`config.mk`:
```
export PLATFORM = sky130hd
export DESIGN_NAME = rs_scheduler_flat
export DESIGN_NICKNAME = d
export VERILOG_FILES = /design/src/rtl/rs_scheduler_pkg.sv /design/src/rtl/rs_scheduler_if.sv /design/src/rtl/rs_scheduler_age_select.sv /design/src/rtl/rs_scheduler.sv /design/src/flat_wrapper.sv
export SDC_FILE = /design/constraint.sdc
export NUM_CORES = 1
export LEC_CHECK = 0
export CORE_ASPECT_RATIO = 1.5
export CORE_MARGIN = 2
export CORE_UTILIZATION = 57
export DETAILED_ROUTE_END_ITERATION = 12
export DONT_BUFFER_PORTS = 1
export HOLD_SLACK_MARGIN = 0.05
export PLACE_DENSITY = 0.78
export SLEW_MARGIN = 30
export SYNTH_ARGS = -nofsm -noshare
export SYNTH_HDL_FRONTEND = slang
export SYNTH_SLANG_ARGS = --single-unit
```
`constraint.sdc`:
```
create_clock -name clock -period 3.1 [get_ports clock]
set_clock_uncertainty 0.1 [all_clocks]
set_input_delay 0.62 -clock clock [delete_from_list [all_inputs] [get_ports clock]]
set_output_delay 0.62 -clock clock [all_outputs]
set_load 0.03 [all_outputs]
```
`src/rtl/rs_scheduler_pkg.sv`:
```
// Shared sizing, types and small helpers for the reservation-station scheduler.
package rs_scheduler_pkg;

    localparam int RS_SIZE = 8;
    localparam int IDX_W   = $clog2(RS_SIZE);
    localparam int OCC_W   = IDX_W + 1;

    typedef logic [IDX_W-1:0]   rs_idx_t;
    typedef logic [RS_SIZE-1:0] rs_vec_t;
    typedef logic [OCC_W-1:0]   occ_t;

    // Index of the lowest set bit; 0 when the vector is empty.
    function automatic rs_idx_t lowest_idx(input rs_vec_t vec);
        rs_idx_t idx;
        idx = '0;
        for (int i = RS_SIZE - 1; i >= 0; i--) begin
            if (vec[i]) idx = rs_idx_t'(i);
        end
        return idx;
    endfunction

    // One-hot vector with only bit idx set.
    function automatic rs_vec_t idx_onehot(input rs_idx_t idx);
        rs_vec_t one;
        one = rs_vec_t'(1);
        return one << idx;
    endfunction

endpackage

```
`src/rtl/rs_scheduler_if.sv`:
```
// Dispatch / RS-array / issue bundle seen by the scheduler.
interface rs_scheduler_if;
    import rs_scheduler_pkg::*;

    logic    squash;
    logic    dispatch_valid;
    rs_vec_t entry_busy;
    rs_vec_t entry_ready;
    logic    fu_ready;
    rs_vec_t alloc_en;
    logic    dispatch_stall;
    logic    issue_valid;
    rs_idx_t issue_idx;
    rs_vec_t clear_en;
    occ_t    occupancy;

    // Pipeline / RS-array side that drives requests and consumes decisions.
    modport master (
        output squash, dispatch_valid, entry_busy, entry_ready, fu_ready,
        input  alloc_en, dispatch_stall, issue_valid, issue_idx, clear_en, occupancy
    );

    // Scheduler side.
    modport slave (
        input  squash, dispatch_valid, entry_busy, entry_ready, fu_ready,
        output alloc_en, dispatch_stall, issue_valid, issue_idx, clear_en, occupancy
    );

endinterface

```
`src/rtl/rs_scheduler_age_select.sv`:
```
// Age matrix plus oldest-ready selection for the reservation station.
module rs_age_select
    import rs_scheduler_pkg::*;
(
    input  logic    clock,
    input  logic    reset,
    input  logic    squash,
    input  rs_vec_t alloc_en,
    input  rs_vec_t entry_busy,
    input  rs_vec_t cand,
    output logic    sel_valid,
    output rs_idx_t sel_idx
);

    // older[i][j] = 1 means entry i was allocated before entry j.
    logic [RS_SIZE-1:0][RS_SIZE-1:0] older;
    rs_vec_t blocked;
    rs_vec_t qualify;

    // A newly allocated entry is younger than everything currently busy.
    always_ff @(posedge clock) begin
        if (!reset || squash) begin
            older <= '0;
        end else begin
            for (int k = 0; k < RS_SIZE; k++) begin
                if (alloc_en[k]) begin
                    older[k] <= '0;
                    for (int j = 0; j < RS_SIZE; j++) begin
                        if (j != k) older[j][k] <= entry_busy[j];
                    end
                end
            end
        end
    end

    // Pick the candidate no other candidate is older than; fall back to lowest index.
    always_comb begin
        blocked = '0;
        for (int i = 0; i < RS_SIZE; i++) begin
            for (int j = 0; j < RS_SIZE; j++) begin
                if (cand[j] && older[j][i]) blocked[i] = 1'b1;
            end
        end
        qualify   = cand & ~blocked;
        sel_valid = (cand != '0);
        sel_idx   = (qualify != '0) ? lowest_idx(qualify) : lowest_idx(cand);
    end

endmodule

```
`src/rtl/rs_scheduler.sv`:
```
// Reservation-station scheduler: lowest-free allocation and oldest-ready issue.
module rs_scheduler
    import rs_scheduler_pkg::*;
(
    input  logic         clock,
    input  logic         reset,
    rs_scheduler_if.slave bus
);

    rs_vec_t free_mask;
    rs_vec_t free_onehot;
    rs_vec_t cand;
    rs_vec_t alloc_int;
    rs_vec_t clear_int;
    logic    sel_valid;
    rs_idx_t sel_idx;
    logic    issue_valid_int;
    logic    dispatch_stall_int;
    rs_idx_t issue_idx_int;
    occ_t    occ_q;

    rs_age_select u_age_select (
        .clock      (clock),
        .reset      (reset),
        .squash     (bus.squash),
        .alloc_en   (alloc_int),
        .entry_busy (bus.entry_busy),
        .cand       (cand),
        .sel_valid  (sel_valid),
        .sel_idx    (sel_idx)
    );

    // Allocation and issue decisions; everything is forced idle while in reset or squash.
    always_comb begin
        free_mask          = ~bus.entry_busy;
        free_onehot        = free_mask & (~free_mask + rs_vec_t'(1));
        cand               = bus.entry_ready & bus.entry_busy;
        alloc_int          = '0;
        clear_int          = '0;
        dispatch_stall_int = 1'b1;
        issue_valid_int    = 1'b0;
        issue_idx_int      = '0;
        if (reset) begin
            dispatch_stall_int = (free_mask == '0);
            if (bus.dispatch_valid && !bus.squash && free_mask != '0)
                alloc_int = free_onehot;
            issue_valid_int = sel_valid && !bus.squash;
            issue_idx_int   = sel_idx;
            if (issue_valid_int && bus.fu_ready)
                clear_int = idx_onehot(sel_idx);
        end
    end

    assign bus.alloc_en       = alloc_int;
    assign bus.clear_en       = clear_int;
    assign bus.dispatch_stall = dispatch_stall_int;
    assign bus.issue_valid    = issue_valid_int;
    assign bus.issue_idx      = issue_idx_int;
    assign bus.occupancy      = occ_q;

    // Occupancy tracks allocations minus clears; squash empties it.
    always_ff @(posedge clock) begin
        if (!reset || bus.squash) begin
            occ_q <= '0;
        end else begin
            occ_q <= occ_q + occ_t'(|alloc_int) - occ_t'(|clear_int);
        end
    end

    // Occupancy must never overflow past RS_SIZE nor underflow below zero.
    always_ff @(posedge clock) begin
        if (reset && !bus.squash) begin
            assert (occ_q <= occ_t'(RS_SIZE));
            assert (!(occ_q == occ_t'(RS_SIZE) && (|alloc_int) && !(|clear_int)));
            assert (!(occ_q == '0 && (|clear_int) && !(|alloc_int)));
        end
    end

endmodule

```
`src/flat_wrapper.sv`:
```
// flat-port wrapper written by rule: the top's interface ports become plain ports
module rs_scheduler_flat import rs_scheduler_pkg::*;
  (clock, reset, bus_squash, bus_dispatch_valid, bus_entry_busy, bus_entry_ready, bus_fu_ready, bus_alloc_en, bus_dispatch_stall, bus_issue_valid, bus_issue_idx, bus_clear_en, bus_occupancy);
  rs_scheduler_if bus_i ();
  input  logic clock;
  input  logic reset;
  input wire logic [$bits(bus_i.squash)-1:0] bus_squash;
  input wire logic [$bits(bus_i.dispatch_valid)-1:0] bus_dispatch_valid;
  input wire logic [$bits(bus_i.entry_busy)-1:0] bus_entry_busy;
  input wire logic [$bits(bus_i.entry_ready)-1:0] bus_entry_ready;
  input wire logic [$bits(bus_i.fu_ready)-1:0] bus_fu_ready;
  output wire logic [$bits(bus_i.alloc_en)-1:0] bus_alloc_en;
  output wire logic [$bits(bus_i.dispatch_stall)-1:0] bus_dispatch_stall;
  output wire logic [$bits(bus_i.issue_valid)-1:0] bus_issue_valid;
  output wire logic [$bits(bus_i.issue_idx)-1:0] bus_issue_idx;
  output wire logic [$bits(bus_i.clear_en)-1:0] bus_clear_en;
  output wire logic [$bits(bus_i.occupancy)-1:0] bus_occupancy;
  assign bus_i.squash = bus_squash;
  assign bus_i.dispatch_valid = bus_dispatch_valid;
  assign bus_i.entry_busy = bus_entry_busy;
  assign bus_i.entry_ready = bus_entry_ready;
  assign bus_i.fu_ready = bus_fu_ready;
  assign bus_alloc_en = bus_i.alloc_en;
  assign bus_dispatch_stall = bus_i.dispatch_stall;
  assign bus_issue_valid = bus_i.issue_valid;
  assign bus_issue_idx = bus_i.issue_idx;
  assign bus_clear_en = bus_i.clear_en;
  assign bus_occupancy = bus_i.occupancy;
  rs_scheduler u_core (.clock(clock), .reset(reset), .bus(bus_i));
endmodule
```
==> impl_metrics.ini, run 1 <==
; flow metrics
[final_timing]
finalSetupViolations = 6
hold_viol = 0
postLayoutSetupSlackWorst_ns = -0.0899

[layout]
layout-drive-gt1-share_pct = 23.4
layout.cells.most_common = sky130_fd_sc_hd__dfxtp_1
n_clock_buffer = 12
finalInstanceArea_sq_mm = 0.00363
non_clock_buffer_area_share_pct = 8.23

[global_routing]
grt.busiest_layer = met2
antenna_violations_before_repair = 0

[placed_design]
place_congestion = 0.922
port_bufs = 0

[setup_path]
r2r_setup_slack_ns = 1.18
crit_path_cell_trace = nand3_1 > nand4_1 > a2111oi_4 > a311oi_1 > o31a_1 > or3b_4 > nor2b_4
critPathLaunch = u_core.u_age_select.older[44]

[min_path]
whs_endpoint = u_core.u_age_select.older[57]

[status]
violated_checks = negative setup slack
status = finished, violations left

[clock_tree]
tritoncts = done

[yosys]
synth-edff-count = 0
synth_simple_gate_area_share_pct = 28.3
Figure 1. Placement density heat map (run 1).
Scale: 4 px per micron. The die is cut into 6 by 9 equal tiles; white is low, dark blue is high, 0 to 100% covered.
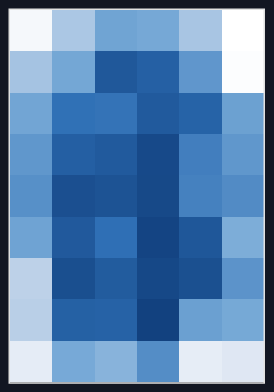
fullest tile: 93%
tiles over 75% full: 37%
densest ninth of the die: center
mean over tiles: 60%

Figure 2. The clock network (run 1).
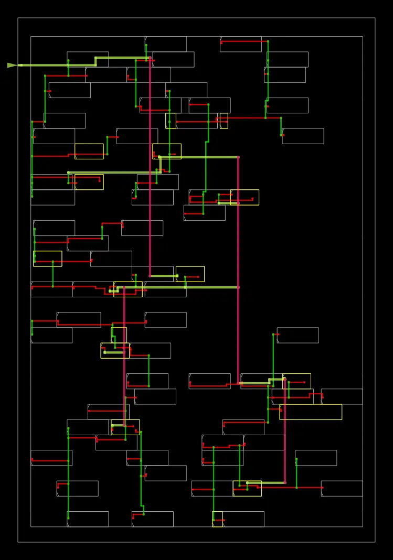
number of buffers added by the clock tree synthesis step: 9
insertion delay at the late pin of the worst-skew pair: 0.35 ns
reported clock group power: 721 uW

Figure 3. Metal 3 (run 1).
Scale: 4 px per micron.
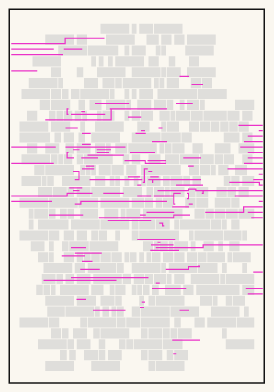
nets with wire on the layer: 72
share of all routed wire: 7.6%
main direction: horizontal
longest straight run: 21.4 microns

==> run 2: changes to the inputs <==
Settings changed: CTS_CLUSTER_SIZE from default to 40, PLACE_DENSITY 0.78 to 0.8.
==> impl_metrics.ini, run 2 <==
; flow metrics
[status]
status = finished, violations left
violated_checks = negative setup slack

[final_timing]
max_freq_mhz = 311
hold_viol = 0
postLayoutSetupSlackWorst_ns = -0.118
finalSetupViolations = 6

[layout]
layoutNonFillerInstCount = 445
layout.cells.most_common = sky130_fd_sc_hd__dfxtp_1
layout-drive-gt1-share_pct = 24.1
finalInstanceArea_sq_mm = 0.00369
n_clock_buffer = 13

[min_path]
whs_endpoint = u_core.u_age_select.older[50]

[yosys]
synth_simple_gate_area_share_pct = 28.3
syn-num-nets = 375
synth-edff-count = 0

[setup_path]
worstPathRequired_ns = 2.38
cp.arrival_ns = 2.50
critPathLaunch = bus_entry_ready[7]
crit_path_cell_trace = and2_2 > a22o_1 > a2111oi_4 > and4b_4 > a21bo_1 > or3b_4 > nor2b_4

[clock_tree]
insertion_delay_at_the_late_pin_of_the_worst_skew_pair_ns = 0.34
tritoncts = done
cts-buffers-inserted = 9

[global_routing]
grt_overflow = 0
antenna_violations_before_repair = 0
grt.busiest_layer = met2

[placed_design]
place_congestion = 0.934
port_bufs = 0

[pwr]
powerClk_uw = 620
Figure 4. Placement density heat map (run 2).
Scale: 4 px per micron. The die is cut into 6 by 9 equal tiles; white is low, dark blue is high, 0 to 100% covered.
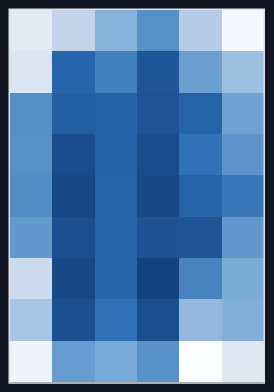
Core Util at FP: 58.8%
core area: 0.00512 sq mm

Figure 5. Metal 3 (run 2).
Scale: 4 px per micron.
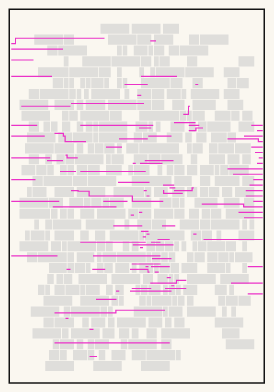
nets with wire on the layer: 71
wire length on this layer: 609 microns
main direction: horizontal
share of all routed wire: 6.9%

Figure 6. Routed clock nets over the placement (run 2).
Scale: 4 px per micron.
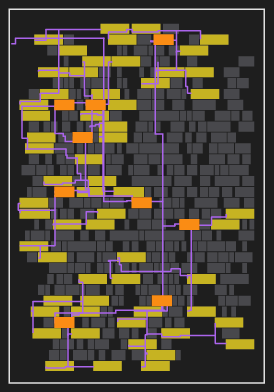
[yellow] flip-flops | count: 60
[purple] clock wires | length: 766 microns
[orange] clock-net drivers | count: 9
routed clock nets: 10
flops lie: widely spread

Power figures rest on the tool's default switching activity, not on a simulated workload.
